File: src/rtl/core_uart_pkg.sv
// Shared definitions for the APB UART: register offsets, parity encoding,
// TX/RX FSM state encodings, STATUS bit positions and the parity helper.
package core_uart_pkg;

    localparam logic [4:0] ADDR_TXDATA = 5'h00;
    localparam logic [4:0] ADDR_RXDATA = 5'h04;
    localparam logic [4:0] ADDR_CTRL1  = 5'h08;
    localparam logic [4:0] ADDR_CTRL2  = 5'h0C;
    localparam logic [4:0] ADDR_STATUS = 5'h10;
    localparam logic [4:0] ADDR_CTRL3  = 5'h14;

    localparam int ST_TXRDY = 0;
    localparam int ST_RXRDY = 1;
    localparam int ST_PERR  = 2;
    localparam int ST_OVF   = 3;
    localparam int ST_FERR  = 4;

    typedef enum logic [1:0] {PAR_NONE = 2'd0, PAR_EVEN = 2'd1, PAR_ODD = 2'd2} parity_e;

    typedef enum logic [2:0] {TX_IDLE, TX_START, TX_DATA, TX_PARITY, TX_STOP} tx_state_e;
    typedef enum logic [2:0] {RX_IDLE, RX_START, RX_DATA, RX_PARITY, RX_STOP} rx_state_e;

    // Parity bit that goes on the wire for the given data; only the low
    // 7 bits take part in 7-bit frames.
    function automatic logic par_bit(input logic [7:0] d, input logic bit8, input parity_e p);
        logic x;
        x = bit8 ? ^d : ^d[6:0];
        return (p == PAR_ODD) ? ~x : x;
    endfunction

endpackage

File: src/rtl/uart_baud_gen.sv
// 16x oversample tick generator.
//   clk_i, rst_ni : clock, synchronous active-low reset
//   baud_i        : integer divisor, tick period = baud_i+1 cycles
//   frac_i        : number of ticks out of every 8 stretched by one cycle
//   frac_en_i     : enables the fractional stretch
//   tick_o        : one-cycle pulse per oversample tick
module uart_baud_gen (
    input  logic        clk_i,
    input  logic        rst_ni,
    input  logic [12:0] baud_i,
    input  logic [2:0]  frac_i,
    input  logic        frac_en_i,
    output logic        tick_o
);
    logic [13:0] cnt_q, cnt_d, limit;
    logic [2:0]  idx_q, idx_d;

    assign limit  = {1'b0, baud_i} + ((frac_en_i && (idx_q < frac_i)) ? 14'd1 : 14'd0);
    // >= so a divisor that shrinks under a running count still wraps at once
    assign tick_o = (cnt_q >= limit);

    always_comb begin
        cnt_d = cnt_q + 14'd1;
        idx_d = idx_q;
        if (tick_o) begin
            cnt_d = '0;
            idx_d = idx_q + 3'd1;
        end
    end

    always_ff @(posedge clk_i) begin
        if (!rst_ni) begin
            cnt_q <= '0;
            idx_q <= '0;
        end else begin
            cnt_q <= cnt_d;
            idx_q <= idx_d;
        end
    end
endmodule

File: src/rtl/core_uart_apb.sv
// APB-slave UART with single-byte TX and RX holding registers.
//   PCLK, PRESETN        : clock, synchronous active-low reset
//   PSEL..PWDATA         : APB request; PRDATA/PREADY/PSLVERR response
//   TXRDY, RXRDY         : holding register empty / full
//   PARITY_ERR, FRAMING_ERR, OVERFLOW : sticky receive errors, cleared by RX data read
//   RX, TX               : serial pins, TX idles high
module core_uart_apb
    import core_uart_pkg::*;
#(
    parameter int FAMILY            = 0,
    parameter int TX_FIFO           = 0,
    parameter int RX_FIFO           = 0,
    parameter int FIXEDMODE         = 0,
    parameter int BAUD_VALUE        = 1,
    parameter int PRG_BIT8          = 1,
    parameter int PRG_PARITY        = 0,
    parameter int RX_LEGACY_MODE    = 0,
    parameter int BAUD_VAL_FRCTN    = 0,
    parameter int BAUD_VAL_FRCTN_EN = 0
) (
    input  logic       PCLK,
    input  logic       PRESETN,
    input  logic       PSEL,
    input  logic       PENABLE,
    input  logic       PWRITE,
    input  logic [4:0] PADDR,
    input  logic [7:0] PWDATA,
    output logic [7:0] PRDATA,
    output logic       PREADY,
    output logic       PSLVERR,
    output logic       TXRDY,
    output logic       RXRDY,
    output logic       PARITY_ERR,
    output logic       FRAMING_ERR,
    output logic       OVERFLOW,
    input  logic       RX,
    output logic       TX
);
    localparam logic [12:0] BAUD_RST = 13'(BAUD_VALUE);
    localparam logic        BIT8_RST = (PRG_BIT8 != 0);
    localparam logic        PEN_RST  = (PRG_PARITY != 0);
    localparam logic        ODD_RST  = (PRG_PARITY == 2);
    localparam logic [2:0]  FRAC_RST = 3'(BAUD_VAL_FRCTN);
    localparam logic        FRAC_EN  = (BAUD_VAL_FRCTN_EN != 0);

    // Technology tag and FIFO depths have no functional effect here.
    logic unused_cfg;
    assign unused_cfg = (FAMILY != 0) | (TX_FIFO != 0) | (RX_FIFO != 0);

    logic wr_en, rd_acc, ctrl_wr, rd_clr, tick;
    assign wr_en   = PSEL & PENABLE & PWRITE;
    assign rd_acc  = PSEL & PENABLE & ~PWRITE;
    assign ctrl_wr = wr_en && (FIXEDMODE == 0);
    assign rd_clr  = rd_acc && (PADDR == ADDR_RXDATA);

    // ---------------- control registers ----------------
    logic [12:0] baud_q, baud_act_q;
    logic [2:0]  frac_q, frac_act_q;
    logic        bit8_q, pen_q, odd_q;
    parity_e     cfg_par;

    assign cfg_par = !pen_q ? PAR_NONE : (odd_q ? PAR_ODD : PAR_EVEN);

    always_ff @(posedge PCLK) begin
        if (!PRESETN) begin
            baud_q <= BAUD_RST;
            bit8_q <= BIT8_RST;
            pen_q  <= PEN_RST;
            odd_q  <= ODD_RST;
            frac_q <= FRAC_RST;
        end else if (ctrl_wr) begin
            case (PADDR)
                ADDR_CTRL1: baud_q[7:0] <= PWDATA;
                ADDR_CTRL2: begin
                    bit8_q       <= PWDATA[0];
                    pen_q        <= PWDATA[1];
                    odd_q        <= PWDATA[2];
                    baud_q[12:8] <= PWDATA[7:3];
                end
                ADDR_CTRL3: frac_q <= PWDATA[2:0];
                default: ;
            endcase
        end
    end

    tx_state_e tx_state_q, tx_state_d;
    rx_state_e rx_state_q, rx_state_d;

    // The shared divisor only follows the registers while both directions
    // are idle, so a frame in flight never changes speed.
    always_ff @(posedge PCLK) begin
        if (!PRESETN) begin
            baud_act_q <= BAUD_RST;
            frac_act_q <= FRAC_RST;
        end else if (tx_state_q == TX_IDLE && rx_state_q == RX_IDLE) begin
            baud_act_q <= baud_q;
            frac_act_q <= frac_q;
        end
    end

    uart_baud_gen u_baud (
        .clk_i    (PCLK),
        .rst_ni   (PRESETN),
        .baud_i   (baud_act_q),
        .frac_i   (frac_act_q),
        .frac_en_i(FRAC_EN),
        .tick_o   (tick)
    );

    // ---------------- transmitter ----------------
    logic [7:0] thr_q, thr_d, tx_sh_q, tx_sh_d;
    logic [3:0] tx_tcnt_q, tx_tcnt_d;
    logic [2:0] tx_idx_q, tx_idx_d;
    logic       txrdy_q, txrdy_d, tx_pend_q, tx_pend_d, tx_q, tx_d;
    logic       tx_bit8_q, tx_bit8_d, tx_pen_q, tx_pen_d, tx_pbit_q, tx_pbit_d;
    logic       tx_bit_end;

    assign tx_bit_end = tick && (tx_tcnt_q == 4'd15);

    always_comb begin
        tx_state_d = tx_state_q;
        thr_d      = thr_q;
        txrdy_d    = txrdy_q;
        tx_sh_d    = tx_sh_q;
        tx_tcnt_d  = tx_tcnt_q;
        tx_idx_d   = tx_idx_q;
        tx_pend_d  = tx_pend_q;
        tx_bit8_d  = tx_bit8_q;
        tx_pen_d   = tx_pen_q;
        tx_pbit_d  = tx_pbit_q;
        tx_d       = tx_q;
        if (wr_en && PADDR == ADDR_TXDATA && txrdy_q) begin
            thr_d   = PWDATA;
            txrdy_d = 1'b0;
        end
        if (tick) tx_tcnt_d = tx_tcnt_q + 4'd1;
        case (tx_state_q)
            TX_IDLE: begin
                tx_d = 1'b1;
                // Shifter empty: take the holding byte (and its frame format)
                // now, then wait for a tick boundary to start the frame.
                if (!tx_pend_q && !txrdy_q) begin
                    tx_sh_d   = thr_q;
                    tx_pend_d = 1'b1;
                    txrdy_d   = 1'b1;
                    tx_bit8_d = bit8_q;
                    tx_pen_d  = (cfg_par != PAR_NONE);
                    tx_pbit_d = par_bit(thr_q, bit8_q, cfg_par);
                end else if (tx_pend_q && tick) begin
                    tx_pend_d  = 1'b0;
                    tx_state_d = TX_START;
                    tx_tcnt_d  = '0;
                    tx_d       = 1'b0;
                end
            end
            TX_START: if (tx_bit_end) begin
                tx_state_d = TX_DATA;
                tx_idx_d   = '0;
                tx_d       = tx_sh_q[0];
            end
            TX_DATA: if (tx_bit_end) begin
                tx_sh_d  = {1'b0, tx_sh_q[7:1]};
                tx_idx_d = tx_idx_q + 3'd1;
                if (tx_idx_q == (tx_bit8_q ? 3'd7 : 3'd6)) begin
                    tx_state_d = tx_pen_q ? TX_PARITY : TX_STOP;
                    tx_d       = tx_pen_q ? tx_pbit_q : 1'b1;
                end else begin
                    tx_d = tx_sh_q[1];
                end
            end
            TX_PARITY: if (tx_bit_end) begin
                tx_state_d = TX_STOP;
                tx_d       = 1'b1;
            end
            TX_STOP: if (tx_bit_end) tx_state_d = TX_IDLE;
            default: tx_state_d = TX_IDLE;
        endcase
    end

    always_ff @(posedge PCLK) begin
        if (!PRESETN) begin
            tx_state_q <= TX_IDLE;
            thr_q      <= '0;
            txrdy_q    <= 1'b1;
            tx_sh_q    <= '0;
            tx_tcnt_q  <= '0;
            tx_idx_q   <= '0;
            tx_pend_q  <= 1'b0;
            tx_bit8_q  <= BIT8_RST;
            tx_pen_q   <= 1'b0;
            tx_pbit_q  <= 1'b0;
            tx_q       <= 1'b1;
        end else begin
            tx_state_q <= tx_state_d;
            thr_q      <= thr_d;
            txrdy_q    <= txrdy_d;
            tx_sh_q    <= tx_sh_d;
            tx_tcnt_q  <= tx_tcnt_d;
            tx_idx_q   <= tx_idx_d;
            tx_pend_q  <= tx_pend_d;
            tx_bit8_q  <= tx_bit8_d;
            tx_pen_q   <= tx_pen_d;
            tx_pbit_q  <= tx_pbit_d;
            tx_q       <= tx_d;
        end
    end

    // ---------------- receiver ----------------
    logic       rx_s1_q, rx_s2_q, rx_s3_q;
    logic [7:0] rbr_q, rbr_d, rx_sh_q, rx_sh_d, rx_byte;
    logic [3:0] rx_tcnt_q, rx_tcnt_d;
    logic [2:0] rx_idx_q, rx_idx_d;
    logic [1:0] rx_smp_q, rx_smp_d;
    parity_e    rx_par_q, rx_par_d;
    logic       rx_bit8_q, rx_bit8_d, rx_perr_q, rx_perr_d;
    logic       rxrdy_q, rxrdy_d, perr_q, perr_d, ferr_q, ferr_d, ovf_q, ovf_d;
    logic       rx_fall, rx_mid, rx_bit_end, rx_maj, rx_bit;

    assign rx_fall    = rx_s3_q & ~rx_s2_q;
    assign rx_mid     = tick && (rx_tcnt_q == 4'd9);
    assign rx_bit_end = tick && (rx_tcnt_q == 4'd15);
    // smp[0]/smp[1] hold the line at ticks 7/8; the current value is tick 9
    assign rx_maj  = (rx_smp_q[0] & rx_smp_q[1]) | (rx_smp_q[0] & rx_s2_q) | (rx_smp_q[1] & rx_s2_q);
    assign rx_bit  = (RX_LEGACY_MODE != 0) ? rx_smp_q[1] : rx_maj;
    // 7-bit frames leave the data in the upper seven shifter bits
    assign rx_byte = rx_bit8_q ? rx_sh_q : {1'b0, rx_sh_q[7:1]};

    always_comb begin
        rx_state_d = rx_state_q;
        rbr_d      = rbr_q;
        rx_sh_d    = rx_sh_q;
        rx_tcnt_d  = rx_tcnt_q;
        rx_idx_d   = rx_idx_q;
        rx_smp_d   = rx_smp_q;
        rx_par_d   = rx_par_q;
        rx_bit8_d  = rx_bit8_q;
        rx_perr_d  = rx_perr_q;
        rxrdy_d    = rxrdy_q;
        perr_d     = perr_q;
        ferr_d     = ferr_q;
        ovf_d      = ovf_q;
        if (tick) rx_tcnt_d = rx_tcnt_q + 4'd1;
        if (tick && rx_tcnt_q == 4'd7) rx_smp_d[0] = rx_s2_q;
        if (tick && rx_tcnt_q == 4'd8) rx_smp_d[1] = rx_s2_q;
        if (rd_clr) begin
            rxrdy_d = 1'b0;
            perr_d  = 1'b0;
            ferr_d  = 1'b0;
            ovf_d   = 1'b0;
        end
        case (rx_state_q)
            RX_IDLE: begin
                // A line still low at a tick re-arms after a broken frame.
                if (rx_fall || (tick && !rx_s2_q)) begin
                    rx_state_d = RX_START;
                    rx_tcnt_d  = '0;
                    rx_idx_d   = '0;
                    rx_sh_d    = '0;
                    rx_perr_d  = 1'b0;
                    rx_bit8_d  = bit8_q;
                    rx_par_d   = cfg_par;
                end
            end
            RX_START: begin
                if (tick && rx_tcnt_q == 4'd8 && rx_s2_q) rx_state_d = RX_IDLE;
                else if (rx_bit_end) rx_state_d = RX_DATA;
            end
            RX_DATA: begin
                if (rx_mid) rx_sh_d = {rx_bit, rx_sh_q[7:1]};
                if (rx_bit_end) begin
                    rx_idx_d = rx_idx_q + 3'd1;
                    if (rx_idx_q == (rx_bit8_q ? 3'd7 : 3'd6))
                        rx_state_d = (rx_par_q != PAR_NONE) ? RX_PARITY : RX_STOP;
                end
            end
            RX_PARITY: begin
                if (rx_mid) rx_perr_d = (rx_bit != par_bit(rx_byte, rx_bit8_q, rx_par_q));
                if (rx_bit_end) rx_state_d = RX_STOP;
            end
            RX_STOP: begin
                if (rx_mid) begin
                    rx_state_d = RX_IDLE;
                    if (rx_perr_q) perr_d = 1'b1;
                    if (!rx_bit) ferr_d = 1'b1;
                    // A same-cycle read clear frees the register for this byte.
                    if (rxrdy_q && !rd_clr) begin
                        ovf_d = 1'b1;
                    end else begin
                        rbr_d   = rx_byte;
                        rxrdy_d = 1'b1;
                    end
                end
            end
            default: rx_state_d = RX_IDLE;
        endcase
    end

    always_ff @(posedge PCLK) begin
        if (!PRESETN) begin
            rx_s1_q    <= 1'b1;
            rx_s2_q    <= 1'b1;
            rx_s3_q    <= 1'b1;
            rx_state_q <= RX_IDLE;
            rbr_q      <= '0;
            rx_sh_q    <= '0;
            rx_tcnt_q  <= '0;
            rx_idx_q   <= '0;
            rx_smp_q   <= 2'b11;
            rx_par_q   <= PAR_NONE;
            rx_bit8_q  <= BIT8_RST;
            rx_perr_q  <= 1'b0;
            rxrdy_q    <= 1'b0;
            perr_q     <= 1'b0;
            ferr_q     <= 1'b0;
            ovf_q      <= 1'b0;
        end else begin
            rx_s1_q    <= RX;
            rx_s2_q    <= rx_s1_q;
            rx_s3_q    <= rx_s2_q;
            rx_state_q <= rx_state_d;
            rbr_q      <= rbr_d;
            rx_sh_q    <= rx_sh_d;
            rx_tcnt_q  <= rx_tcnt_d;
            rx_idx_q   <= rx_idx_d;
            rx_smp_q   <= rx_smp_d;
            rx_par_q   <= rx_par_d;
            rx_bit8_q  <= rx_bit8_d;
            rx_perr_q  <= rx_perr_d;
            rxrdy_q    <= rxrdy_d;
            perr_q     <= perr_d;
            ferr_q     <= ferr_d;
            ovf_q      <= ovf_d;
        end
    end

    // ---------------- read mux and outputs ----------------
    logic [7:0] status;
    always_comb begin
        status           = '0;
        status[ST_TXRDY] = txrdy_q;
        status[ST_RXRDY] = rxrdy_q;
        status[ST_PERR]  = perr_q;
        status[ST_OVF]   = ovf_q;
        status[ST_FERR]  = ferr_q;
    end

    always_comb begin
        PRDATA = 8'h00;
        if (PSEL && !PWRITE) begin
            case (PADDR)
                ADDR_RXDATA: PRDATA = rbr_q;
                ADDR_CTRL1:  PRDATA = baud_q[7:0];
                ADDR_CTRL2:  PRDATA = {baud_q[12:8], odd_q, pen_q, bit8_q};
                ADDR_STATUS: PRDATA = status;
                ADDR_CTRL3:  PRDATA = {5'b0, frac_q};
                default:     PRDATA = 8'h00;
            endcase
        end
    end

    assign PREADY      = 1'b1;
    assign PSLVERR     = 1'b0;
    assign TXRDY       = txrdy_q;
    assign RXRDY       = rxrdy_q;
    assign PARITY_ERR  = perr_q;
    assign FRAMING_ERR = ferr_q;
    assign OVERFLOW    = ovf_q;
    assign TX          = tx_q;
endmodule

File: config.mk
export PLATFORM = sky130hd
export DESIGN_NAME = core_uart_apb
export DESIGN_NICKNAME = d
export VERILOG_FILES = /design/src/rtl/core_uart_pkg.sv /design/src/rtl/uart_baud_gen.sv /design/src/rtl/core_uart_apb.sv
export SDC_FILE = /design/constraint.sdc
export NUM_CORES = 1
export LEC_CHECK = 0
export CAP_MARGIN = 5
export CORE_ASPECT_RATIO = 0.75
export CORE_UTILIZATION = 35
export CTS_CLUSTER_DIAMETER = 120
export DETAILED_ROUTE_END_ITERATION = 10
export PLACE_DENSITY_LB_ADDON = 0.12
export SKIP_CTS_REPAIR_TIMING = 1
export SLEW_MARGIN = 40
export SYNTH_ARGS = -nofsm -noshare
export SYNTH_HDL_FRONTEND = slang
export SYNTH_SLANG_ARGS = --single-unit
File: constraint.sdc
create_clock -name PCLK -period 2.8 [get_ports PCLK]
set_input_delay 0.42 -clock PCLK [delete_from_list [all_inputs] [get_ports PCLK]]
set_output_delay 0.42 -clock PCLK [all_outputs]
set_load 0.01 [all_outputs]
Fig. 1: zoomed window
Window x 101 to 126, y 73 to 98 um. Cells in gray, sequential cells in the stronger gray; small squares are vias.
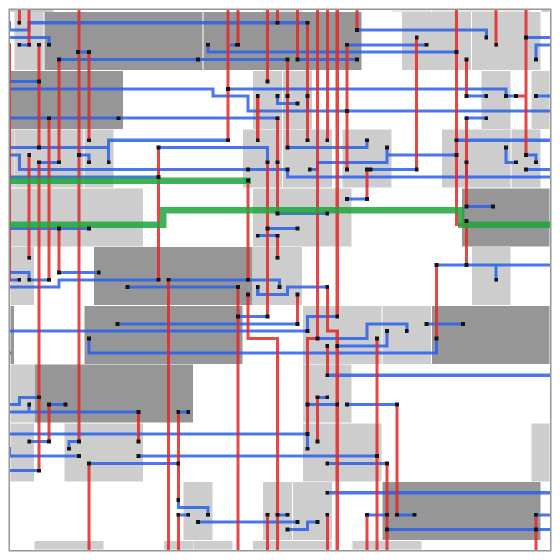
red -> met2
green -> met3
blue -> met1
most frequent = dfxtp_1 (9), nor2_1 (5)
cells with their middle in the window = 35
sequential cells in the window = 9
netlist names of flops here include = u_baud.cnt_q (5), thr_q (3)

Fig. 2: the metal 1 layer
Drawn at 2 px/um.
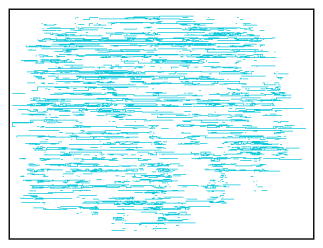
share of all routed wire = 54%
nets with wire on the layer = 709
longest straight run = 46.2 um
main direction = horizontal

==> flow_metrics.tcl <==
# collected from the flow reports
set metrics [dict create \
    status "finished clean" \
    max_stage_delay_ps 480 \
    slew_headroom_pct 63.6 \
    adder_share_pct 4.27 \
    overflow 0 \
    wl_met2_um 6100 \
    ff_type "dfxtp_1" \
    async_flop_share_pct 0 \
    chipArea_um2 17300 \
    h-tree-depth 4 \
    yosys_warnings 0 \
    viasPerCell 5.13 \
    peakVddDrop_mv 0.426 \
    power_density_nw_per_um2 623 \
    drc 0 \
    edf_count 0 \
    ant_nets 0 \
    final_cell_mix "nand2_1 (128), dfxtp_1 (117), nor2_1 (46)" \
    p_clk_share_pct 44.6 \
    dieWidth_um 151 \
    power_leakage_nw 2.85 \
    syn_inst 688 \
    skew_ps 7.05 \
    clkLatencyLatePin_ps 420 \
    diodes 0 \
    swShare_pct 29.8 \
    port_buffers 32 \
    layout.cells.non_filler 952 \
    worst_slew_pin_slew_ps 541 \
    ys_cells 688 \
    final_area_um2 7050 \
    cts_tree "built" \
    path_class "primary input to output pin" \
    firstDrtPassIters 5 \
    clkSinkCount 117 \
    top_power_group "the clock network" \
    clkSlewWorstSetupHoldPaths_ps 50 \
    yosys.cell_types.count 60 \
    cts_buffers 17 \
    die_height_um 114 \
    grt_pass1_vias 4601 \
    critPathLaunchType "primary input" \
    report.final.setup_viol 0 \
    met3_usage_pct 4.86 \
    fmax_mhz 387 \
    max-clock-path-buffers 2 \
    fp_nets 727 \
    grt_pass1_wl_um 24400 \
    synthTopLogicFamily "simple AND/OR/NAND/NOR gates" \
    p_sw_mw 1.31 \
    hold_end "rx_state_q[1]" \
    fp_util_pct 36.2 \
    ys_sh_xor_pct 5.08 \
    warning_count 28 \
    p_seq_mw 1.76 \
    path_cells "clkdlybuf4s50_1 > or3_4 > buf_4 > o21ai_0 > a22oi_1 > a21oi_1 > dlymetal6s2s_1" \
    drive_gt1_share_pct 10.1 \
    dpl-instance-area_um2 6470 \
    synth.area.mux_share_pct 7.04 \
    r2r_start "u_baud.cnt_q[0]" \
    place_congestion 0.831 \
    worst-r2r-setup-slack_ps 320 \
    synth_area_um2 5870 \
    rsz0062_at_grt "no" \
    rr_endpoint "tx_sh_q[5]" \
    synth.avg_cell_area_um2 8.53 \
    cp-startpoint "PADDR[1]" \
    syn2layout_area_growth_pct 20.2 \
    highest_layer "met4" \
    cp.required_ps 2380 \
    fin_crit_sh_pct 92.3 \
    met1_usage_pct 27.7 \
    finalCriticalPeriod_ps 2590 \
    wirelength_um 15000 \
    root_buffer "clkbuf_16" \
    core_area_um2 16200 \
    dp_cells 919 \
    wl_met3_um 697 \
    powerClk_mw 1.96 \
    boundaryPins 35 \
    cp_data_arrival_time_ps 2170 \
    hp-class "primary input to flip-flop" \
    power_frac_comb_pct 15.4 \
    min_from "PRESETN" \
    final_common_cell "nand2_1" \
    cp-endpoint "PRDATA[1]" \
    yosys_area_um2 5870 \
    critPathSlowestCell "clkdlybuf4s50_1" \
    hold_violations 0 \
    r2r_cells 9 \
    powerComb_uw 676 \
    ys_sh_simple_pct 23.7 \
    drt_iter0_drc 294 \
    fillers 1633 \
    aoi_share_pct 15.4 \
    antenna_found_initial 0 \
    p_seq_share_pct 40.0 \
    yosysSeqAreaShare_pct 39.9 \
    intPower_mw 3.09 \
    hold_depth 3 \
    slew_viol_final 0 \
    wirelength_met1_um 8050 \
    dp.final_hpwl_um 11200 \
    vias 4887 \
    row_count 40 \
    synth-seq-cells 117 \
    worstPathMaxFanout 4 \
    crit_path_end_kind "output pin" \
    grt_max_degree 67 \
]
Fig. 3: sequential cells grouped by signal name
Drawn at 3 px/um.
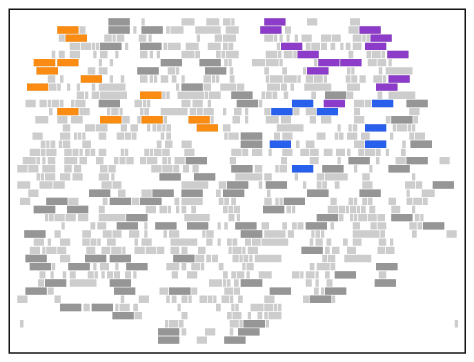
blue -> thr_q  # flops 8
orange -> baud_q  # flops 13, where upper left
purple -> u_baud.cnt_q  # flops 14, where upper right
not colored = 82

Fig. 4: congestion heat map
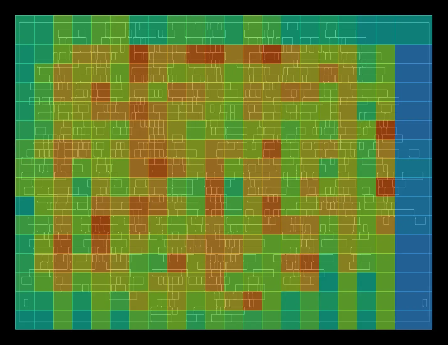
gr usage total: 18.6%
Wirelength per Cell: 15.7 um
fin util: 43.5%
GRT Max-Usage Layer: met1
met2 Use GR: 25.8%

cells in the mapped netlist, drive strengths merged, types with 6 or more instances:
cell type,instances,share of area (%)
ha,20,4.3
a21boi,22,2.8
nand2b,9,0.96
xor2,10,1.5
dfxtp,117,40
o21ai,26,2.3
xnor2,24,3.6
nor3,11,0.94
nand3,34,2.9
a21oi,20,1.7
clkbuf,20,1.3
nor2b,22,2.3
inv,21,1.3
mux2i,39,6.7
o211a,14,2.4
nor2,47,3.1
or3,8,0.94
o22ai,10,1.1
nand2,128,8.2
buf,16,1.8
o211ai,6,0.77
critical path: cells and delay by family:
family                 cells  cell delay, ps
AOI/OAI and AO/OA          3             470
buffers and inverters      3             830
and+or+nand+nor            1             440
metrics by stage:
stage                     hold WS [ps]  utilization (%)  power [mW]  setup TNS, ps  setup WS (ps)
after floorplan                    386                -        2.28              0            556
after global placement             393             39.9        2.46           -776           -143
after detailed placement           392             39.9        2.48           -927           -140
after CTS                          379             43.2        4.44          -1060           -169
after global routing               390             43.5        4.59              0            130
final                              396             43.5        4.40              0            215
state kept, by name, indices dropped and copies added (netlist names), 2 cells and up:
| register | count |
|---|---|
| thr_q | 8 |
| tx_state_q | 3 |
| tx_sh_q | 8 |
| rx_idx_q | 3 |
| rbr_q | 8 |
| u_baud.cnt_q | 14 |
| rx_sh_q | 8 |
| baud_act_q | 13 |
| rx_smp_q | 2 |
| rx_par_q | 2 |
| frac_q | 3 |
| rx_tcnt_q | 4 |
| tx_idx_q | 3 |
| rx_state_q | 3 |
| baud_q | 13 |
| tx_tcnt_q | 4 |
final cells by class:
type,count,area (um^2),area share [%]
clock buffers,17,425,6.03
clock inverters,15,110,1.56
inverters,21,78.8,1.12
multi-input cells,514,3280,46.5
flip-flops and latches,117,2340,33.2
well taps,210,263,3.73
repair buffers,58,556,7.88
Power figures rest on the tool's default switching activity, not on a simulated workload.
